power_grid.png
Bar = 20 um. Pins as bars on the die edge.
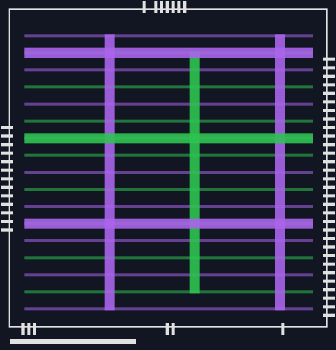
placement_by_type.png
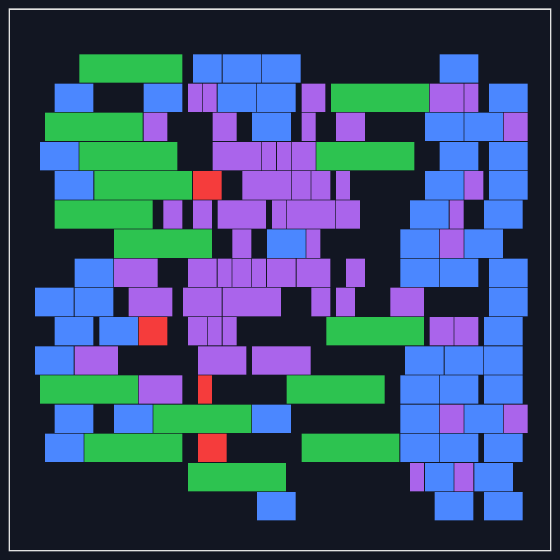
===== src/rtl/exc_ctrl_pkg.sv =====
// rtl/exc_ctrl_pkg.sv - shared cause codes, FSM states and PC-mux selects for exc_ctrl
package exc_ctrl_pkg;

    localparam logic [3:0] CAUSE_NONE     = 4'd0;
    localparam logic [3:0] CAUSE_OVF      = 4'd1;
    localparam logic [3:0] CAUSE_TRAP     = 4'd2;
    localparam logic [3:0] CAUSE_IRQ_BASE = 4'd8;

    // Wide enough for up to 8 IRQ lines.
    localparam int IDX_W = 3;

    typedef enum logic [1:0] {
        IDLE    = 2'd0,
        ENTER   = 2'd1,
        HANDLER = 2'd2,
        RETURN  = 2'd3
    } state_e;

    typedef enum logic [1:0] {
        PCSEL_SEQ = 2'b00,
        PCSEL_VEC = 2'b01,
        PCSEL_IAR = 2'b10
    } pc_sel_e;

    function automatic logic [3:0] irq_cause(input logic [IDX_W-1:0] idx);
        return CAUSE_IRQ_BASE + {1'b0, idx};
    endfunction

endpackage


===== src/rtl/exc_ctrl_irq_pri_enc.sv =====
// rtl/exc_ctrl_irq_pri_enc.sv - combinational IRQ priority encoder, lowest index wins
module irq_pri_enc
    import exc_ctrl_pkg::*;
#(
    parameter int NUM_IRQ = 4
) (
    input  logic [NUM_IRQ-1:0] req,
    output logic               valid,
    output logic [IDX_W-1:0]   idx
);

    // Scan downwards so the last hit, the lowest set bit, is what remains.
    always_comb begin
        valid = 1'b0;
        idx   = '0;
        for (int i = NUM_IRQ - 1; i >= 0; i--) begin
            if (req[i]) begin
                valid = 1'b1;
                idx   = IDX_W'(i);
            end
        end
    end

endmodule


===== src/rtl/exc_ctrl.sv =====
// rtl/exc_ctrl.sv - exception/interrupt sequencer; define IRQ_EDGE_EN for edge-triggered IRQ pending
module exc_ctrl
    import exc_ctrl_pkg::*;
#(
    parameter int          NUM_IRQ     = 4,
    parameter logic [31:0] HANDLER_VEC = 32'h0000_0100,
    parameter logic [31:0] USER_BASE   = 32'h0001_0008
) (
    input  logic               clk,
    input  logic               reset,
    input  logic [NUM_IRQ-1:0] irq,
    input  logic               overflow,
    input  logic               trap,
    input  logic [31:0]        pc_8_in,
    input  logic               stall,
    input  logic               rfe,
    input  logic               mask_we,
    input  logic [NUM_IRQ-1:0] mask_wdata,
    output logic               exception,
    output logic               flush,
    output logic [1:0]         pc_sel,
    output logic [3:0]         cause,
    output logic               int_en,
    output logic               double_fault
);

    state_e             state, state_nxt;
    pc_sel_e            pc_sel_c;
    logic [NUM_IRQ-1:0] irq_mask;
    logic [NUM_IRQ-1:0] pending, pending_nxt;
    logic [NUM_IRQ-1:0] active;
    logic               irq_valid;
    logic [IDX_W-1:0]   irq_idx;
    logic               take;
    logic [3:0]         take_cause;

    generate
        if (NUM_IRQ < 1 || NUM_IRQ > 8) begin : g_bad_num_irq
            $error("exc_ctrl: NUM_IRQ must be 1..8");
        end
        if (HANDLER_VEC >= USER_BASE) begin : g_bad_vec
            $error("exc_ctrl: HANDLER_VEC must lie below USER_BASE");
        end
    endgenerate

    assign active = pending & irq_mask;

    irq_pri_enc #(.NUM_IRQ(NUM_IRQ)) u_pri_enc (
        .req   (active),
        .valid (irq_valid),
        .idx   (irq_idx)
    );

    // Sync faults need no int_en; handler code (below USER_BASE) is never interrupted.
    assign take = !stall && (pc_8_in >= USER_BASE) &&
                  (overflow || trap || (int_en && irq_valid));

    always_comb begin
        take_cause = CAUSE_NONE;
        if (overflow)
            take_cause = CAUSE_OVF;
        else if (trap)
            take_cause = CAUSE_TRAP;
        else
            take_cause = irq_cause(irq_idx);
    end

    always_comb begin
        state_nxt = state;
        exception = 1'b0;
        flush     = 1'b0;
        pc_sel_c  = PCSEL_SEQ;
        case (state)
            IDLE: begin
                if (take)
                    state_nxt = ENTER;
            end
            ENTER: begin
                exception = 1'b1;
                flush     = 1'b1;
                pc_sel_c  = PCSEL_VEC;
                state_nxt = HANDLER;
            end
            HANDLER: begin
                if (rfe && !stall)
                    state_nxt = RETURN;
            end
            RETURN: begin
                flush     = 1'b1;
                pc_sel_c  = PCSEL_IAR;
                state_nxt = IDLE;
            end
            default: state_nxt = IDLE;
        endcase
    end

    assign pc_sel = pc_sel_c;

`ifdef IRQ_EDGE_EN
    logic [NUM_IRQ-1:0] irq_prev;
    logic [NUM_IRQ-1:0] irq_clr;

    always_ff @(posedge clk or negedge reset) begin
        if (!reset)
            irq_prev <= '0;
        else
            irq_prev <= irq;
    end

    // Only the line being serviced is cleared; a fresh rising edge wins over the clear.
    always_comb begin
        irq_clr = '0;
        for (int i = 0; i < NUM_IRQ; i++)
            irq_clr[i] = (state == ENTER) && (cause == irq_cause(IDX_W'(i)));
        pending_nxt = (pending & ~irq_clr) | (irq & ~irq_prev);
    end
`else
    assign pending_nxt = irq;
`endif

    always_ff @(posedge clk or negedge reset) begin
        if (!reset) begin
            state        <= IDLE;
            irq_mask     <= '0;
            pending      <= '0;
            cause        <= CAUSE_NONE;
            int_en       <= 1'b1;
            double_fault <= 1'b0;
        end else begin
            state   <= state_nxt;
            pending <= pending_nxt;
            if (mask_we)
                irq_mask <= mask_wdata;
            if (state == IDLE && take)
                cause <= take_cause;
            // Interrupts stay off from handler entry until the return cycle completes.
            if (state == ENTER)
                int_en <= 1'b0;
            else if (state == RETURN)
                int_en <= 1'b1;
            if (state == HANDLER && (overflow || trap))
                double_fault <= 1'b1;
        end
    end

endmodule


===== config.mk =====
export PLATFORM = sky130hd
export DESIGN_NAME = exc_ctrl
export DESIGN_NICKNAME = d
export VERILOG_FILES = /design/src/rtl/exc_ctrl_pkg.sv /design/src/rtl/exc_ctrl_irq_pri_enc.sv /design/src/rtl/exc_ctrl.sv
export SDC_FILE = /design/constraint.sdc
export NUM_CORES = 1
export LEC_CHECK = 0
export CORE_MARGIN = 2
export CORE_UTILIZATION = 36
export CTS_CLUSTER_DIAMETER = 40
export CTS_CLUSTER_SIZE = 40
export DETAILED_ROUTE_END_ITERATION = 8
export GPL_TIMING_DRIVEN = 0
export PLACE_DENSITY = 0.89
export SYNTH_ARGS = -nofsm -noshare
export SYNTH_HDL_FRONTEND = slang
export SYNTH_SLANG_ARGS = --single-unit
export TNS_END_PERCENT = 5

===== constraint.sdc =====
create_clock -name clk -period 3 [get_ports clk]
set_input_delay 0.45 -clock clk [delete_from_list [all_inputs] [get_ports clk]]
set_output_delay 0.45 -clock clk [all_outputs]
set_load 0.005 [all_outputs]

==> results.txt <==
clk_lat worst skew: 0.29 ns
leakage: 0.553 nW
post-CTS sizing: 0
Mapped Cells: 73
Crit path arrival time: 1.76 ns
Setup crit end kind: output port
critical path peak fanout: 4
Layout Skew: 0.00287 ns
port buffer count: 52
Min Clock Period, post-route: 2.21 ns
Log Warnings: 32
die area: 0.00253 mm^2
iteration tally of the first detailed-router pass: 7
mux share: 0.0777
final setup fails: 0
cts hold-fix bufs: 0
Final period util: 0.736
pre-CTS worst setup slack: 0.755 ns
CTS max path bufs: 2
Power Total: 803 uW
Main synth FF type: dfrtp_1
root buffer cell: clkbuf_4
Synth-to-Final Area Change: 75.1%
synthesis area per yosys: 773 um^2
first-pass GRT wire length: 3380 um
status: finished, final reports clean
Placer Congestion: 0.832
CP Class: reg -> out
type of origin of the critical path: flop
Synth Area in Adders: 0.0647
final worst slack: 0.793 ns
asr flop ratio synth: 1.00
GRT Residual Overflow: 0
Via-to-Cell Ratio: 4.98
Non-Filler Instances: 156
internal power: 547 uW
# Cells Yosys: 73
Post-Syn Area: 773 um^2
top post-synthesis cells by area: dfrtp_1 (45%), ha_1 (6.5%), mux2_2 (5.8%)
Yosys top cell by area: dfrtp_1
die x size: 50.3 um
Reg clk slew, reported paths: 0.09 ns
Seq pwr share: 0.370
nets: 181
initial DRC count: 12
wire per inst: 13.2 um
R2R cell count: 5
Max Cap Violations: 0
About power_grid.png:
Key: VSS = purple; VDD = green
The core has 16 rows. 3 straps on met5. 3 straps on met4.
Core Area: 0.00200 mm^2
Worst VDD drop: 0.414 mV

About placement_by_type.png:
Key: combinational and other logic = purple [cells 56]; clock drivers and dummy loads = red [cells 4]; sequential cells = green [cells 15]; remaining buffers and delay cells = blue [cells 54]
Final Util: 0.676
post-route cell area: 0.00135 mm^2
fraction of area in registers: 0.278
row cnt: 16

[critical path, cell delays in order (launching register included)]
cell and delay (ns):
dfrtp_1 0.41, inv_1 0.10, ha_1 0.23, or2_2 0.30, clkdlybuf4s50_1 0.44
[area by class of cell]
| cell class | count | area [um^2] |
|---|---|---|
| Inverter | 5 | 18.8 |
| Fill cell | 151 | 648 |
| Tap cell | 27 | 33.8 |
| Sequential cell | 15 | 377 |
| Multi-Input combinational cell | 51 | 363 |
| Clock buffer | 4 | 26.3 |
| Timing Repair Buffer | 52 | 520 |
| Buffer | 2 | 15.0 |
[Yosys cell counts (all sizes together) (2+ instances only)]
| cell type | number |
|---|---|
| o21ai | 6 |
| nand2 | 4 |
| inv | 5 |
| or2 | 2 |
| a31oi | 2 |
| mux2 | 5 |
| dfrtp | 14 |
| buf | 2 |
| nor4 | 5 |
| a21oi | 3 |
| nor3 | 3 |
| ha | 4 |
| nor2 | 5 |
| a22oi | 2 |
[cell families (layout without fill, tap and decap cells)]
logic type,count (synthesis),in the layout
simple gates,22,22
compound gates,19,19
flops,15,15
buf+inv,7,63
mux,5,5
fa+ha+maj,4,4
other cells,1,1
[layout by cell type, fill, tap and decap left out, drive strengths merged]
master / count
clkdlybuf4s50: 52
dfrtp: 14
o21ai: 6
inv: 5
nor2: 5
nor4: 5
mux2: 5
nand2: 4
ha: 4
clkbuf: 4
nor3: 3
a21oi: 3
a31oi: 2
buf: 2
or2: 2
a22oi: 2
a41oi: 1
nand4: 1
a311oi: 1
nand3: 1
o211ai: 1
o22ai: 1
o31ai: 1
a32o: 1
nand2b: 1
conb: 1
dfstp: 1
[sequential cells by signal, summed over array words and instances, names as in the netlist]
name	flops
irq_mask	4
int_en	1
double_fault	1
cause	3
pending	4
state	2
[path summary, 6_finish.rpt]
check | startpoint | endpoint | slack (ns)
worst max-delay path | state[1]$_DFFE_PN0P_ | flush | 0.79
max in group asynchronous | reset | state[1]$_DFFE_PN0P_ | 2.03
worst max register to register | int_en$_DFFE_PN1P_ | cause[3]$_DFFE_PN0P_ | 1.30
min in group asynchronous | reset | irq_mask[3]$_DFFE_PN0P_ | 0.55
worst min-delay path | double_fault$_DFFE_PN0P_ | double_fault$_DFFE_PN0P_ | 0.47
worst min register to register | double_fault$_DFFE_PN0P_ | double_fault$_DFFE_PN0P_ | 0.47
[layer usage]
metal | wire, um | global-route usage
met1 | 841 | 0.192
met2 | 958 | 0.322
met3 | 253 | 0.0595
met4 | 0 | 0.0405
met5 | 0 | 0
[power groups by stage]
stage          clock network (mW)  logic [mW]  registers (mW)
2_1_floorplan                   0       0.187           0.293
3_3_place_gp                    0       0.374           0.298
3_5_place_dp                    0       0.388           0.301
4_1_cts                     0.119       0.391           0.297
5_1_grt                     0.131       0.429           0.304
6_report                    0.118       0.388           0.297
Power is estimated from default activity; no workload was simulated.
